==> config.mk <==
export PLATFORM = sky130hd
export DESIGN_NAME = fetch_unit_flat
export DESIGN_NICKNAME = d
export VERILOG_FILES = /design/src/rtl/cpu_pkg.sv /design/src/rtl/fetch_unit_if.sv /design/src/rtl/fetch_unit_pc_reg.sv /design/src/rtl/fetch_unit.sv /design/src/flat_wrapper.sv
export SDC_FILE = /design/constraint.sdc
export NUM_CORES = 1
export LEC_CHECK = 0
export ABC_AREA = 0
export CAP_MARGIN = 5
export CORE_MARGIN = 1.5
export CORE_UTILIZATION = 47
export CTS_CLUSTER_SIZE = 30
export DETAILED_ROUTE_END_ITERATION = 6
export GPL_TIMING_DRIVEN = 1
export PLACE_DENSITY = 0.84
export SYNTH_ARGS = -nofsm -noshare
export SYNTH_HDL_FRONTEND = slang
export SYNTH_SLANG_ARGS = --single-unit
==> constraint.sdc <==
create_clock -name clk -period 2.5 [get_ports clk]
set_input_delay 0.375 -clock clk [delete_from_list [all_inputs] [get_ports clk]]
set_output_delay 0.375 -clock clk [all_outputs]
set_load 0.01 [all_outputs]
==> src/rtl/cpu_pkg.sv <==
// Shared constants and types for the 8-bit CPU front end.
package cpu_pkg;

    localparam int ADDR_W = 8;
    localparam int DATA_W = 8;
    localparam logic [DATA_W-1:0] HALT_OP = 8'hFF;
    localparam logic [ADDR_W-1:0] RESET_PC = 8'h00;

    typedef enum logic [1:0] {
        IDLE  = 2'd0,
        FETCH = 2'd1,
        HALT  = 2'd2
    } fetch_state_t;

endpackage

==> src/rtl/fetch_unit_if.sv <==
// Fetch-stage bus: instruction memory port, decoder handshake and control.
interface fetch_unit_if #(
    parameter int ADDR_W = cpu_pkg::ADDR_W,
    parameter int DATA_W = cpu_pkg::DATA_W
);
    logic              start;
    logic [ADDR_W-1:0] imem_addr;
    logic [DATA_W-1:0] imem_data;
    logic [DATA_W-1:0] ir;
    logic [ADDR_W-1:0] ir_pc;
    logic              ir_valid;
    logic              ir_ready;
    logic              redirect;
    logic [ADDR_W-1:0] redirect_pc;
    logic              halted;

    // Fetch unit side
    modport master (
        input  start, imem_data, ir_ready, redirect, redirect_pc,
        output imem_addr, ir, ir_pc, ir_valid, halted
    );

    // Memory / decoder / control side
    modport slave (
        output start, imem_data, ir_ready, redirect, redirect_pc,
        input  imem_addr, ir, ir_pc, ir_valid, halted
    );
endinterface

==> src/rtl/fetch_unit_pc_reg.sv <==
// Program counter: redirect-load beats increment, otherwise hold.
module pc_reg #(
    parameter int                ADDR_W   = cpu_pkg::ADDR_W,
    parameter logic [ADDR_W-1:0] RESET_PC = cpu_pkg::RESET_PC
) (
    input  logic              clk,
    input  logic              rst_n,
    input  logic              load,
    input  logic [ADDR_W-1:0] load_pc,
    input  logic              inc,
    output logic [ADDR_W-1:0] pc
);
    logic [ADDR_W-1:0] pc_q;
    logic [ADDR_W-1:0] pc_d;

    // Next PC; increment wraps naturally at the register width
    always_comb begin
        pc_d = pc_q;
        if (load) begin
            pc_d = load_pc;
        end else if (inc) begin
            pc_d = pc_q + 1'b1;
        end
    end

    // PC register
    always_ff @(posedge clk or negedge rst_n) begin
        if (!rst_n) begin
            pc_q <= RESET_PC;
        end else begin
            pc_q <= pc_d;
        end
    end

    assign pc = pc_q;
endmodule

==> src/rtl/fetch_unit.sv <==
// Instruction fetch stage: PC, fetch FSM and instruction register.
//
// state | meaning
// IDLE  | not fetching; waits for start (redirect only reloads the PC)
// FETCH | fetch mem[pc] into ir whenever the ir slot is free
// HALT  | HALT_OP fetched; no fetch until redirect
module fetch_unit
    import cpu_pkg::*;
#(
    parameter int                ADDR_W   = cpu_pkg::ADDR_W,
    parameter int                DATA_W   = cpu_pkg::DATA_W,
    parameter logic [ADDR_W-1:0] RESET_PC = cpu_pkg::RESET_PC,
    parameter logic [DATA_W-1:0] HALT_OP  = cpu_pkg::HALT_OP
) (
    input logic          clk,
    input logic          rst_n,
    fetch_unit_if.master bus
);
    fetch_state_t      state_q, state_d;
    logic [DATA_W-1:0] ir_q, ir_d;
    logic [ADDR_W-1:0] ir_pc_q, ir_pc_d;
    logic              ir_valid_q, ir_valid_d;
    logic              halted_q, halted_d;

    logic [ADDR_W-1:0] pc;
    logic              pc_load;
    logic              pc_inc;
    logic              slot_free;

    pc_reg #(
        .ADDR_W  (ADDR_W),
        .RESET_PC(RESET_PC)
    ) u_pc_reg (
        .clk    (clk),
        .rst_n  (rst_n),
        .load   (pc_load),
        .load_pc(bus.redirect_pc),
        .inc    (pc_inc),
        .pc     (pc)
    );

    assign slot_free = !ir_valid_q || bus.ir_ready;

    // Next state, instruction register and PC control; redirect overrides all
    always_comb begin
        state_d    = state_q;
        ir_d       = ir_q;
        ir_pc_d    = ir_pc_q;
        ir_valid_d = ir_valid_q;
        halted_d   = halted_q;
        pc_load    = 1'b0;
        pc_inc     = 1'b0;

        // A transfer this edge empties the slot unless refilled below
        if (ir_valid_q && bus.ir_ready) begin
            ir_valid_d = 1'b0;
        end

        case (state_q)
            IDLE: begin
                if (bus.start) begin
                    state_d = FETCH;
                end
            end
            FETCH: begin
                if (slot_free) begin
                    ir_d       = bus.imem_data;
                    ir_pc_d    = pc;
                    ir_valid_d = 1'b1;
                    if (bus.imem_data == HALT_OP) begin
                        state_d  = HALT;
                        halted_d = 1'b1;
                    end else begin
                        pc_inc = 1'b1;
                    end
                end
            end
            HALT: begin
            end
            default: begin
                state_d = IDLE;
            end
        endcase

        if (bus.redirect) begin
            pc_load    = 1'b1;
            pc_inc     = 1'b0;
            ir_d       = ir_q;
            ir_pc_d    = ir_pc_q;
            ir_valid_d = 1'b0;
            if (state_q != IDLE) begin
                state_d  = FETCH;
                halted_d = 1'b0;
            end else begin
                state_d = IDLE;
            end
        end
    end

    // FSM and instruction register flops
    always_ff @(posedge clk or negedge rst_n) begin
        if (!rst_n) begin
            state_q    <= IDLE;
            ir_q       <= '0;
            ir_pc_q    <= '0;
            ir_valid_q <= 1'b0;
            halted_q   <= 1'b0;
        end else begin
            state_q    <= state_d;
            ir_q       <= ir_d;
            ir_pc_q    <= ir_pc_d;
            ir_valid_q <= ir_valid_d;
            halted_q   <= halted_d;
        end
    end

    assign bus.imem_addr = pc;
    assign bus.ir        = ir_q;
    assign bus.ir_pc     = ir_pc_q;
    assign bus.ir_valid  = ir_valid_q;
    assign bus.halted    = halted_q;
endmodule

==> src/flat_wrapper.sv <==
// flat-port wrapper written by rule: the top's interface ports become plain ports
module fetch_unit_flat import cpu_pkg::*;
#(
    parameter int                ADDR_W   = cpu_pkg::ADDR_W,
    parameter int                DATA_W   = cpu_pkg::DATA_W,
    parameter logic [ADDR_W-1:0] RESET_PC = cpu_pkg::RESET_PC,
    parameter logic [DATA_W-1:0] HALT_OP  = cpu_pkg::HALT_OP
)
  (clk, rst_n, bus_start, bus_imem_data, bus_ir_ready, bus_redirect, bus_redirect_pc, bus_imem_addr, bus_ir, bus_ir_pc, bus_ir_valid, bus_halted);
  fetch_unit_if #(.ADDR_W(ADDR_W), .DATA_W(DATA_W)) bus_i ();
  input logic clk;
  input logic rst_n;
  input wire logic [$bits(bus_i.start)-1:0] bus_start;
  input wire logic [$bits(bus_i.imem_data)-1:0] bus_imem_data;
  input wire logic [$bits(bus_i.ir_ready)-1:0] bus_ir_ready;
  input wire logic [$bits(bus_i.redirect)-1:0] bus_redirect;
  input wire logic [$bits(bus_i.redirect_pc)-1:0] bus_redirect_pc;
  output wire logic [$bits(bus_i.imem_addr)-1:0] bus_imem_addr;
  output wire logic [$bits(bus_i.ir)-1:0] bus_ir;
  output wire logic [$bits(bus_i.ir_pc)-1:0] bus_ir_pc;
  output wire logic [$bits(bus_i.ir_valid)-1:0] bus_ir_valid;
  output wire logic [$bits(bus_i.halted)-1:0] bus_halted;
  assign bus_i.start = bus_start;
  assign bus_i.imem_data = bus_imem_data;
  assign bus_i.ir_ready = bus_ir_ready;
  assign bus_i.redirect = bus_redirect;
  assign bus_i.redirect_pc = bus_redirect_pc;
  assign bus_imem_addr = bus_i.imem_addr;
  assign bus_ir = bus_i.ir;
  assign bus_ir_pc = bus_i.ir_pc;
  assign bus_ir_valid = bus_i.ir_valid;
  assign bus_halted = bus_i.halted;
  fetch_unit #(.ADDR_W(ADDR_W), .DATA_W(DATA_W), .RESET_PC(RESET_PC), .HALT_OP(HALT_OP)) u_core (.clk(clk), .rst_n(rst_n), .bus(bus_i));
endmodule
==> notes.md <==
Here are the numbers from the latest Yosys + OpenROAD run.

The buffer and inverter count on the worst path came out at 1. CTS placed an instance of sky130_fd_sc_hd__clkbuf_4 at the clock tree root. The number of nets still failing antenna checks after routing is 0.

The number of setup buffers added after CTS is 0. The flow ran to the end, and the final reports show no timing, DRC or antenna violations. The number of buffers inserted for hold repair after clock tree synthesis is 0. The number of cell instances on the worst register-to-register path came out at 4.

The yosys stat chip area came out at 1270 um^2. For the worst reg-to-reg path, the startpoint reported by OpenROAD is u_core.state_q[1]. According to the timing report, the data required time at the worst endpoint equals 2.12 ns. The number of detailed-route iterations in the first pass came out at 5. The longest incremental delay of any stage on the critical path is reported as 0.58 ns. The total power came out at 0.00119 W. The synthesis report lists the most area-consuming cells as sky130_fd_sc_hd__dfrtp_1 55%, sky130_fd_sc_hd__mux2_1 14%, sky130_fd_sc_hd__a31oi_1 2.5%. The number of gates resized after CTS came out at 0. The flip-flop cell with the highest count after synthesis is sky130_fd_sc_hd__dfrtp_1. For this run, the post-layout net count is 180. The data arrival at the endpoint of the critical path is 1.39 ns. The final cell count without fillers came out at 187.

The slew of the pin with the lowest slew margin is 0.378 ns. The DRC violation count after routing is 0. The report lists the cells along the critical path as clkdlybuf4s50_1. The number of hold-slack violations in the final timing report came out at 0. The sum of overflow across all layers after global routing came out at 0. The family with the most delay on the worst path is buffers and inverters.

The pin count of the biggest net entering global routing came out at 29. For this run, the script counts the antenna cells in the layout as 0. Sorting the Yosys area breakdown by cell type puts at the top sky130_fd_sc_hd__dfrtp_1. The height of the die is 55.1 um.

The period utilization is 70.5%. The area of the die came out at 3030 um^2. The reg-to-reg setup timing slack came out at 0.90 ns. The setup path with the least slack is of type register to primary output.

The highest clock rate came out at 0.567 GHz. Per the STA report, the cell with the highest stage delay on the worst path is sky130_fd_sc_hd__clkdlybuf4s50_1. The library cells used most frequently in the layout, excluding fill and tap cells, are 46 x sky130_fd_sc_hd__clkdlybuf4s50_1, 28 x sky130_fd_sc_hd__dfrtp_1, 16 x sky130_fd_sc_hd__mux2_1, 8 x sky130_fd_sc_hd__nand2_1, 6 x sky130_fd_sc_hd__nor2_1. The sum of negative setup slack came out at 0 ns. Setup repair after global routing left no endpoint under its margin.

The count of unique library cells instantiated by Yosys is 31. The synthesized area came out at 1270 um^2. The placement report lists the number of port buffers as 46. The number of global-route vias before repair is 999. The script extracted a total leakage power of 0.739 nW. The tool warning count is 26. The final weighted congestion in routability-driven placement came out at 0.697. Counting every net in the synthesized netlist gives 130. Per the timing report, the most critical flop-to-flop path finishes at u_core.u_pc_reg.pc[7].

Before placement the cells fill 50.5% of the core. The min-delay analysis places its worst path in the category primary input to async pin.
[how the worst max path moves through the flow]
| stage | slack (ns) | start | cells after the start | endpoint |
|---|---|---|---|---|
| detailed placement | 0.50 | bus_ir_ready | 5 | u_core.u_pc_reg.pc[7] |
| floorplan | 1.01 | u_core.state_q[1] | 5 | u_core.bus.ir_pc[0] |
| global route | 0.65 | u_core.u_pc_reg.pc[3] | 1 | bus_imem_addr[3] |
| global placement | 0.56 | bus_ir_ready | 5 | u_core.u_pc_reg.pc[7] |
| CTS | 0.73 | u_core.u_pc_reg.pc[2] | 1 | bus_imem_addr[2] |
| finish | 0.74 | u_core.u_pc_reg.pc[2] | 1 | bus_imem_addr[2] |
[final cells by class]
type,instances,area (um^2)
Inverter,2,7.51
Clock buffer,3,22.5
Multi-Input combinational cell,73,538
Timing Repair Buffer,50,490
Fill cell,181,696
Clock inverter,1,30.0
Sequential cell,28,701
Tap cell,30,37.5
[cell families after synthesis]
family                   after synthesis  synth area share, %
AND-OR/OR-AND                         21                 11.5
XOR/XNOR                               1                0.687
adder cells (fa/ha/maj)                1                0.981
buffers and inverters                  7                 2.85
flip-flops                            28                 55.0
multiplexers                          17                 14.9
AND/OR/NAND/NOR                       33                 14.1
[cell usage after synthesis, drive strengths merged (3+ instances only)]
cell	number
dfrtp	28
mux2	16
nand2	8
nor2	6
o21ai	6
a31oi	5
buf	3
nand2b	3
nand4	3
o31ai	3
or3	3
[power breakdown]
part           total [W]  internal (W)  switching (W)
clock           0.000296      0.000162       0.000134
combinational   0.000327      0.000198       0.000129
sequential      0.000567      0.000518      0.0000491
[layer usage]
metal	vias up	part of all wire [%]	GRT usage (%)
li1	491	-	-
met3	2	7.6	5.11
met4	0	0.48	6.91
met5	-	0	0
met1	495	42	23.8
met2	38	50	35.7
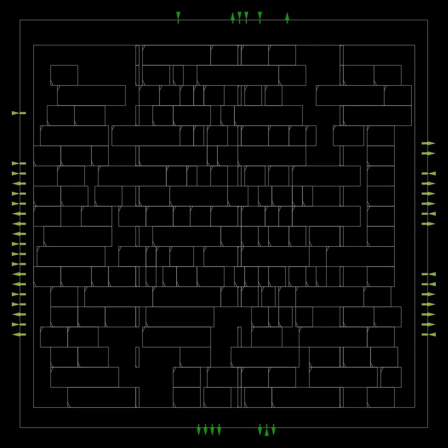
*Placed standard cells*
count of sequential standard cells: 28
flop share of the area: 38.4%
area of the core region: 2520 um^2

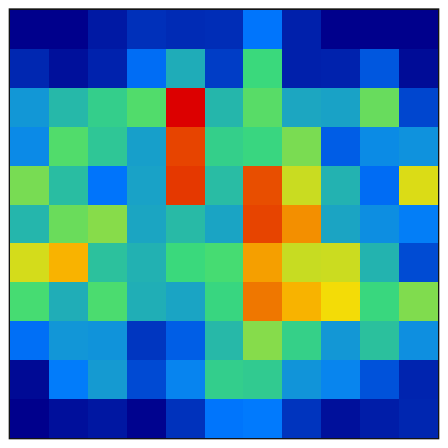
*Routed metal per tile*
The die is cut into 11 by 11 equal tiles; dark blue is low, red is high, scaled to the fullest tile. Values are wire area over tile area, all layers added.
tiles over half the peak: 24%
densest ninth of the die: center
fullest tile: 0.40
total length of routed wires: 2680 um
Routed WL per cell: 14.3 um

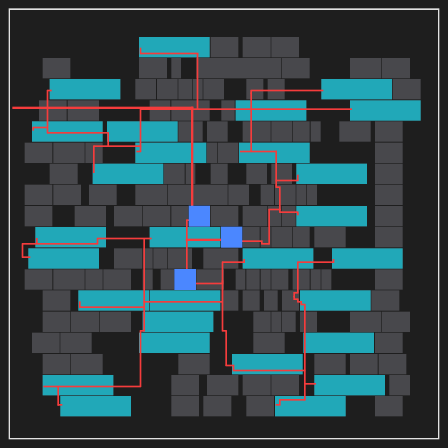
*Clock wires, drivers and flops*
[cyan] flip-flops | count: 28
[red] clock wires | length: 310 um
[blue] clock drivers | count: 3
flops lie: widely spread
power in the clock group: 0.000296 W
clock power share: 24.8%
insertion delay of the later-clocked pin in the worst-skew pair: 0.32 ns
largest clock skew in the final design: 0.00463 ns

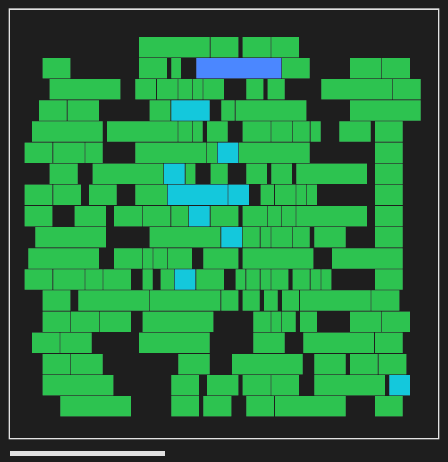
*Cell sizes after repair*
Bar = 20 um.
| color | size | cells | share |
|---|---|---|---|
| cyan | _3 and _4 cells | 9 | 5.7% |
| green | _0 and _1 cells | 147 | 94% |
| blue | _6 and larger | 1 | 0.64% |
setup slack of the critical path after layout: 0.738 ns
Area growth, synth to finish: 43.3%
final design instance area without fill: 1830 um^2
buffer count excluding the clock tree in the final layout: 50

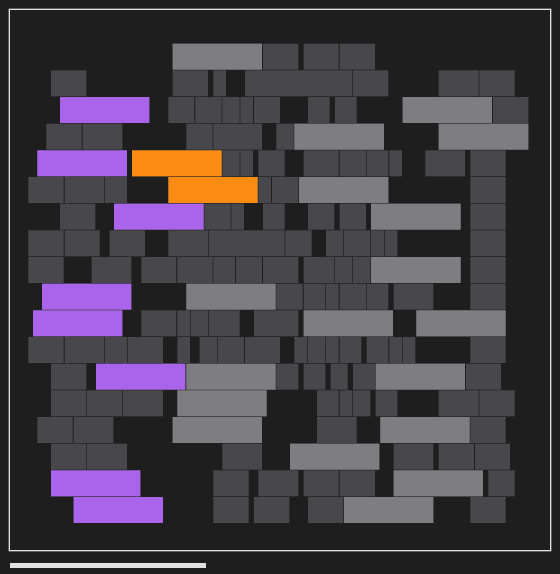
*Sequential cells grouped by signal name*
Bar = 20 um. Other sequential cells in the stronger gray, the rest of the logic in the fainter gray.
| color | netlist name | flops |
|---|---|---|
| purple | `u_core.bus.ir` | 8 |
| orange | `u_core.state_q` | 2 |
not colored: 18
power in sequential cells: 0.000567 W
flip-flop and latch area: 701 um^2
Util after Layout: 72.4%

Power figures rest on the tool's default switching activity, not on a simulated workload.
